### config.mk
export PLATFORM = sky130hd
export DESIGN_NAME = mips32_multicycle_ctrl
export DESIGN_NICKNAME = d
export VERILOG_FILES = /design/src/rtl/mips32_mc_pkg.sv /design/src/rtl/mips32_mc_decode.sv /design/src/rtl/mips32_multicycle_ctrl.sv
export SDC_FILE = /design/constraint.sdc
export NUM_CORES = 1
export LEC_CHECK = 0
export CAP_MARGIN = 20
export CORE_ASPECT_RATIO = 0.75
export CORE_MARGIN = 8
export CORE_UTILIZATION = 30
export CTS_CLUSTER_DIAMETER = 50
export DETAILED_ROUTE_END_ITERATION = 7
export PLACE_DENSITY_LB_ADDON = 0.12
export SYNTH_ARGS = -nofsm -noshare
export SYNTH_HDL_FRONTEND = slang
export SYNTH_SLANG_ARGS = --single-unit
### constraint.sdc
create_clock -name clk -period 2.6 [get_ports clk]
set_input_delay 0.26 -clock clk [delete_from_list [all_inputs] [get_ports clk]]
set_output_delay 0.26 -clock clk [all_outputs]
set_load 0.01 [all_outputs]
### src/rtl/mips32_mc_pkg.sv
// Shared types and encodings for the multi-cycle MIPS32 control FSM and its decoder.
package mips32_mc_pkg;

  typedef enum logic [3:0] {
    S_FETCH    = 4'd0,
    S_DECODE   = 4'd1,
    S_EXEC_R   = 4'd2,
    S_EXEC_I   = 4'd3,
    S_WB_ALU   = 4'd4,
    S_MEM_ADDR = 4'd5,
    S_MEM_RD   = 4'd6,
    S_MEM_WR   = 4'd7,
    S_WB_MEM   = 4'd8,
    S_BRANCH   = 4'd9,
    S_JUMP     = 4'd10,
    S_TRAP     = 4'd11
  } state_t;

  typedef enum logic [2:0] {
    CLS_R, CLS_I, CLS_LW, CLS_SW, CLS_BEQ, CLS_BNE, CLS_J, CLS_INV
  } instr_class_t;

  localparam logic [5:0] OPC_RTYPE = 6'h00;
  localparam logic [5:0] OPC_J     = 6'h02;
  localparam logic [5:0] OPC_BEQ   = 6'h04;
  localparam logic [5:0] OPC_BNE   = 6'h05;
  localparam logic [5:0] OPC_ADDI  = 6'h08;
  localparam logic [5:0] OPC_SLTI  = 6'h0A;
  localparam logic [5:0] OPC_ANDI  = 6'h0C;
  localparam logic [5:0] OPC_ORI   = 6'h0D;
  localparam logic [5:0] OPC_LW    = 6'h23;
  localparam logic [5:0] OPC_SW    = 6'h2B;

  localparam logic [5:0] FUNC_ADD = 6'h20;
  localparam logic [5:0] FUNC_SUB = 6'h22;
  localparam logic [5:0] FUNC_AND = 6'h24;
  localparam logic [5:0] FUNC_OR  = 6'h25;
  localparam logic [5:0] FUNC_SLT = 6'h2A;

  localparam logic [2:0] ALU_AND = 3'd0;
  localparam logic [2:0] ALU_OR  = 3'd1;
  localparam logic [2:0] ALU_ADD = 3'd2;
  localparam logic [2:0] ALU_SUB = 3'd6;
  localparam logic [2:0] ALU_SLT = 3'd7;

  localparam logic [1:0] PC_SRC_SEQ    = 2'd0;
  localparam logic [1:0] PC_SRC_BRANCH = 2'd1;
  localparam logic [1:0] PC_SRC_JUMP   = 2'd2;

  localparam logic [1:0] SRC_B_RT      = 2'd0;
  localparam logic [1:0] SRC_B_FOUR    = 2'd1;
  localparam logic [1:0] SRC_B_IMM     = 2'd2;
  localparam logic [1:0] SRC_B_IMM_SH2 = 2'd3;

endpackage

### src/rtl/mips32_mc_decode.sv
// Combinational instruction classifier: opc/func -> class, ALU operation, extension mode, validity.
module mips32_mc_decode
  import mips32_mc_pkg::*;
#(
  parameter int ALU_FUNC_W = 3
) (
  input  logic [5:0]            opc,
  input  logic [5:0]            func,
  output instr_class_t          cls,
  output logic [ALU_FUNC_W-1:0] alu_func,
  output logic                  bit_xtend,
  output logic                  valid
);

  logic [2:0] alu_code;

  always_comb begin
    cls       = CLS_INV;
    alu_code  = ALU_ADD;
    bit_xtend = 1'b0;
    case (opc)
      OPC_RTYPE: begin
        case (func)
          FUNC_ADD: begin cls = CLS_R; alu_code = ALU_ADD; end
          FUNC_SUB: begin cls = CLS_R; alu_code = ALU_SUB; end
          FUNC_AND: begin cls = CLS_R; alu_code = ALU_AND; end
          FUNC_OR:  begin cls = CLS_R; alu_code = ALU_OR;  end
          FUNC_SLT: begin cls = CLS_R; alu_code = ALU_SLT; end
          default:  cls = CLS_INV;
        endcase
      end
      OPC_ADDI: begin cls = CLS_I; alu_code = ALU_ADD; end
      OPC_SLTI: begin cls = CLS_I; alu_code = ALU_SLT; end
      OPC_ANDI: begin cls = CLS_I; alu_code = ALU_AND; bit_xtend = 1'b1; end
      OPC_ORI:  begin cls = CLS_I; alu_code = ALU_OR;  bit_xtend = 1'b1; end
      OPC_LW:   cls = CLS_LW;
      OPC_SW:   cls = CLS_SW;
      OPC_BEQ:  begin cls = CLS_BEQ; alu_code = ALU_SUB; end
      OPC_BNE:  begin cls = CLS_BNE; alu_code = ALU_SUB; end
      OPC_J:    cls = CLS_J;
      default:  cls = CLS_INV;
    endcase
  end

  assign alu_func = ALU_FUNC_W'(alu_code);
  assign valid    = (cls != CLS_INV);

endmodule

### src/rtl/mips32_multicycle_ctrl.sv
// Multi-cycle MIPS32 control FSM with memory-wait timeout and invalid-instruction trap.
// Optional performance counters are enabled by defining MIPS32_MC_PERF_EN.
module mips32_multicycle_ctrl
  import mips32_mc_pkg::*;
#(
  parameter int ALU_FUNC_W  = 3,
  parameter int MEM_TIMEOUT = 16,
  parameter int CNT_W       = 32
) (
  input  logic                  clk,
  input  logic                  rst_n,
  input  logic [5:0]            opc,
  input  logic [5:0]            func,
  input  logic                  zero,
  input  logic                  mem_ready,
  output logic                  pc_write,
  output logic [1:0]            pc_src,
  output logic                  ir_write,
  output logic                  iord,
  output logic                  mem_read,
  output logic                  mem_write,
  output logic                  alu_src_a,
  output logic [1:0]            alu_src_b,
  output logic [ALU_FUNC_W-1:0] alu_func,
  output logic                  bit_xtend,
  output logic                  rf_write_enable,
  output logic                  rf_write_addr_sel,
  output logic [1:0]            rf_write_data_sel,
  output logic                  inv_opcode,
  output logic                  mem_timeout,
  output logic [3:0]            state_o
`ifdef MIPS32_MC_PERF_EN
  ,
  output logic [CNT_W-1:0]      instr_retired,
  output logic [CNT_W-1:0]      stall_cycles
`endif
);

  localparam bit TIMEOUT_EN = (MEM_TIMEOUT != 0);
  localparam int WAIT_W     = (MEM_TIMEOUT > 1) ? $clog2(MEM_TIMEOUT) : 1;
  localparam logic [WAIT_W-1:0] WAIT_LIMIT = WAIT_W'(MEM_TIMEOUT - 1);

  state_t                  state;
  logic [WAIT_W-1:0]       wait_cnt;
  logic                    inv_q;
  logic                    tmo_q;
  instr_class_t            dec_cls;
  logic [ALU_FUNC_W-1:0]   dec_alu;
  logic                    dec_xtend;
  logic                    dec_valid;
  logic                    waiting;
  logic                    timed_out;

  mips32_mc_decode #(.ALU_FUNC_W(ALU_FUNC_W)) u_decode (
    .opc       (opc),
    .func      (func),
    .cls       (dec_cls),
    .alu_func  (dec_alu),
    .bit_xtend (dec_xtend),
    .valid     (dec_valid)
  );

  assign waiting   = ((state == S_FETCH) || (state == S_MEM_RD) || (state == S_MEM_WR)) && !mem_ready;
  // The wait that would push the count to the limit traps; a ready in that cycle takes priority.
  assign timed_out = TIMEOUT_EN && waiting && (wait_cnt == WAIT_LIMIT);

  always_ff @(posedge clk or negedge rst_n) begin
    if (!rst_n) begin
      state    <= S_FETCH;
      wait_cnt <= '0;
      inv_q    <= 1'b0;
      tmo_q    <= 1'b0;
    end else begin
      wait_cnt <= (TIMEOUT_EN && waiting) ? wait_cnt + 1'b1 : '0;
      if (timed_out) begin
        state <= S_TRAP;
        tmo_q <= 1'b1;
      end else begin
        case (state)
          S_FETCH:  if (mem_ready) state <= S_DECODE;
          S_DECODE: begin
            if (!dec_valid) begin
              state <= S_TRAP;
              inv_q <= 1'b1;
            end else begin
              case (dec_cls)
                CLS_R:            state <= S_EXEC_R;
                CLS_I:            state <= S_EXEC_I;
                CLS_LW, CLS_SW:   state <= S_MEM_ADDR;
                CLS_BEQ, CLS_BNE: state <= S_BRANCH;
                CLS_J:            state <= S_JUMP;
                default: begin
                  state <= S_TRAP;
                  inv_q <= 1'b1;
                end
              endcase
            end
          end
          S_EXEC_R, S_EXEC_I: state <= S_WB_ALU;
          S_MEM_ADDR: state <= (dec_cls == CLS_SW) ? S_MEM_WR : S_MEM_RD;
          S_MEM_RD:   if (mem_ready) state <= S_WB_MEM;
          S_MEM_WR:   if (mem_ready) state <= S_FETCH;
          S_WB_ALU, S_WB_MEM, S_BRANCH, S_JUMP: state <= S_FETCH;
          default:    state <= S_TRAP;
        endcase
      end
    end
  end

  // Strobes are forced low for as long as reset is held, not just at the edge.
  always_comb begin
    pc_write          = 1'b0;
    pc_src            = PC_SRC_SEQ;
    ir_write          = 1'b0;
    iord              = 1'b0;
    mem_read          = 1'b0;
    mem_write         = 1'b0;
    alu_src_a         = 1'b0;
    alu_src_b         = SRC_B_RT;
    alu_func          = '0;
    bit_xtend         = 1'b0;
    rf_write_enable   = 1'b0;
    rf_write_addr_sel = 1'b0;
    rf_write_data_sel = 2'd0;
    if (rst_n) begin
      case (state)
        S_FETCH: begin
          mem_read  = 1'b1;
          alu_src_b = SRC_B_FOUR;
          alu_func  = ALU_FUNC_W'(ALU_ADD);
          ir_write  = mem_ready;
          pc_write  = mem_ready;
        end
        S_DECODE: begin
          alu_src_b = SRC_B_IMM_SH2;
          alu_func  = ALU_FUNC_W'(ALU_ADD);
        end
        S_EXEC_R: begin
          alu_src_a = 1'b1;
          alu_func  = dec_alu;
        end
        S_EXEC_I: begin
          alu_src_a = 1'b1;
          alu_src_b = SRC_B_IMM;
          alu_func  = dec_alu;
          bit_xtend = dec_xtend;
        end
        S_WB_ALU: begin
          rf_write_enable   = 1'b1;
          rf_write_addr_sel = (opc == OPC_RTYPE);
        end
        S_MEM_ADDR: begin
          alu_src_a = 1'b1;
          alu_src_b = SRC_B_IMM;
          alu_func  = ALU_FUNC_W'(ALU_ADD);
        end
        S_MEM_RD: begin
          mem_read = 1'b1;
          iord     = 1'b1;
        end
        S_MEM_WR: begin
          mem_write = 1'b1;
          iord      = 1'b1;
        end
        S_WB_MEM: begin
          rf_write_enable   = 1'b1;
          rf_write_data_sel = 2'd1;
        end
        S_BRANCH: begin
          alu_src_a = 1'b1;
          alu_func  = ALU_FUNC_W'(ALU_SUB);
          pc_src    = PC_SRC_BRANCH;
          pc_write  = ((dec_cls == CLS_BEQ) && zero) || ((dec_cls == CLS_BNE) && !zero);
        end
        S_JUMP: begin
          pc_write = 1'b1;
          pc_src   = PC_SRC_JUMP;
        end
        default: ;
      endcase
    end
  end

  assign inv_opcode  = inv_q;
  assign mem_timeout = tmo_q;
  assign state_o     = state;

`ifdef MIPS32_MC_PERF_EN
  logic retire;

  assign retire = (state == S_WB_ALU) || (state == S_WB_MEM) || (state == S_BRANCH) ||
                  (state == S_JUMP) || ((state == S_MEM_WR) && mem_ready);

  always_ff @(posedge clk or negedge rst_n) begin
    if (!rst_n) begin
      instr_retired <= '0;
      stall_cycles  <= '0;
    end else begin
      if (retire)  instr_retired <= instr_retired + 1'b1;
      if (waiting) stall_cycles  <= stall_cycles + 1'b1;
    end
  end
`endif

endmodule

==> out/qor_table.md <==
| Parameter | Reported | Unit |
|---|---|---|
| Run status | completed | - |
| Dominant cells by area after synthesis | sky130_fd_sc_hd__dfrtp_1, sky130_fd_sc_hd__nor2_1, sky130_fd_sc_hd__a21oi_1 | - |
| Total global-route track usage | 12.6 | % |
| Minimum period implied by the final worst setup slack | 2.50 | ns |
| Nets@finish | 217 | - |
| Met2 Routed Length | 1.60 | mm |
| Final-report setup violation count | 0 | - |
| Number of logic stages on the critical path including buffering | 7 | - |
| DRC violations left | 0 | - |
| Top post-synthesis cells by count | sky130_fd_sc_hd__nor2_1, sky130_fd_sc_hd__dfrtp_1, sky130_fd_sc_hd__a21oi_1 | - |
| Max-slew headroom at the worst pin | 64.2 | % |
| Simple-gate share of the synthesized area | 39.2 | % |
| Combinational Power Share | 22.5 | % |
| # rows | 18 | - |
| Die Outline Area | 5750 | um2 |
| Maximum count of clock buffers along a single path | 2 | - |
| Timing-limited maximum frequency | 0.400 | GHz |
| Peak supply drop | 0.000262 | V |
| Xor/xnor cell area share of the yosys netlist | 3.27 | % |
| Share of Yosys cell area claimed by the top area cell type | 23.4 | % |
| Endpoint of the worst-slack reg-to-reg timing path | state_o[2] | - |
| GR met2 Demand/Resource | 20.6 | % |
| Pwr top | clock | - |
| Pins over their slew limit | 0 | - |
| CTS H-Tree Depth | 1 | - |
| Router iterations before antenna repair | 4 | - |
| Power dissipated in sequential cells | 156 | uW |
| Cell with the most instances after synthesis | sky130_fd_sc_hd__nor2_1 | - |
| FF+latch area | 251 | um2 |
| Fraction of area in registers | 15.3 | % |
| Cell count after placement | 235 | - |
| Crit path max-delay cell type | sky130_fd_sc_hd__clkdlybuf4s50_1 | - |
| Cells along the critical path | clkdlybuf4s50_1, or3_4, nand3b_4, nor2_2, a22oi_1, o22ai_1, clkdlybuf4s50_1 | - |
| Leakage | 0.000667 | uW |
| Clk cell area share | 2.51 | % |
| Worst reg2reg setup slack | 0.77 | ns |
| Data-path buffer share of cell area in the final layout | 31.4 | % |
| Multiplexer share of the synthesized area | 1.05 | % |
| Global Route met3 Usage | 3.88 | % |
| Share of synthesized cell area in and-or and or-and compound cells | 26.1 | % |
| Length in cells of the worst reg-to-reg path | 5 | - |
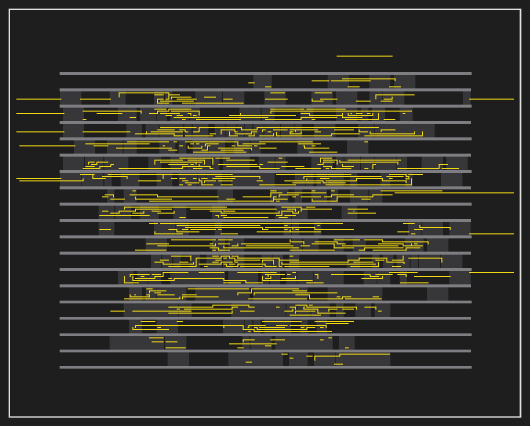
**Above:** signal wires on met1.
Drawn at 6 px/um. Supply wires on this layer in grey.
- main direction: horizontal
- wire length on this layer: 1910 um
- share of all routed wire: 52%
- nets with wire on the layer: 195
met1 track demand over resource: 16.0%
final WL: 3.70 mm
DR vias: 1273

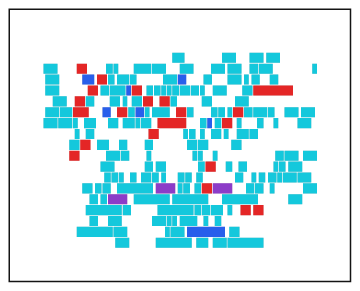
**Above:** drive-strength map.
Drawn at 4 px/um.
- cyan: _0 and _1 cells (cells 167)
- blue: _2 cells (cells 7)
- purple: _6 and larger (cells 3)
- red: _3 and _4 cells (cells 21)
final instance area: 1650 um2
final critical-path setup slack: 0.103 ns
non-clock buffer instance count of the final layout: 56

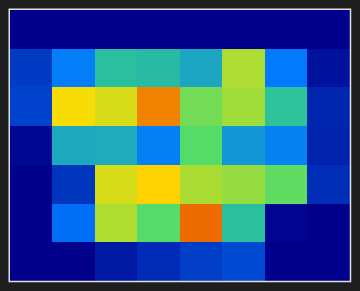
**Above:** placement density heat map.
Drawn at 4 px/um. 8 x 7 tiles, from dark blue (low) to red (high), 0 to 100% covered.
- nearly empty tiles: 30%
- fullest tile: 88%
- emptiest ninth of the die: bottom right
starting density of the core: 31.9%
utilization of the core after routing: 49.0%
area of the core region: 3360 um2

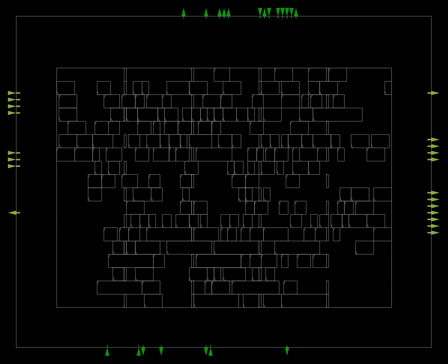
**Above:** cell outlines without signal wires.
flip-flops: 10
filler cell count in the final layout: 322
Post-Layout Cell Count: 238
TAP cells: 40

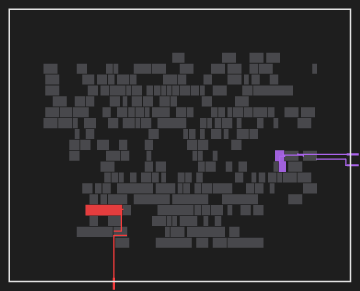
**Above:** wires at chosen ports, followed through buffers.
Drawn at 4 px/um.
- red: inv_opcode (bits 1; direction output; end cells 1; buffers 1; wire 22.0 um)
- purple: alu_src_b (bits 2; direction output; end cells 2; buffers 2; wire 30.3 um)
num ports: 40
PortBufs: 38

Power is estimated from default activity; no workload was simulated.
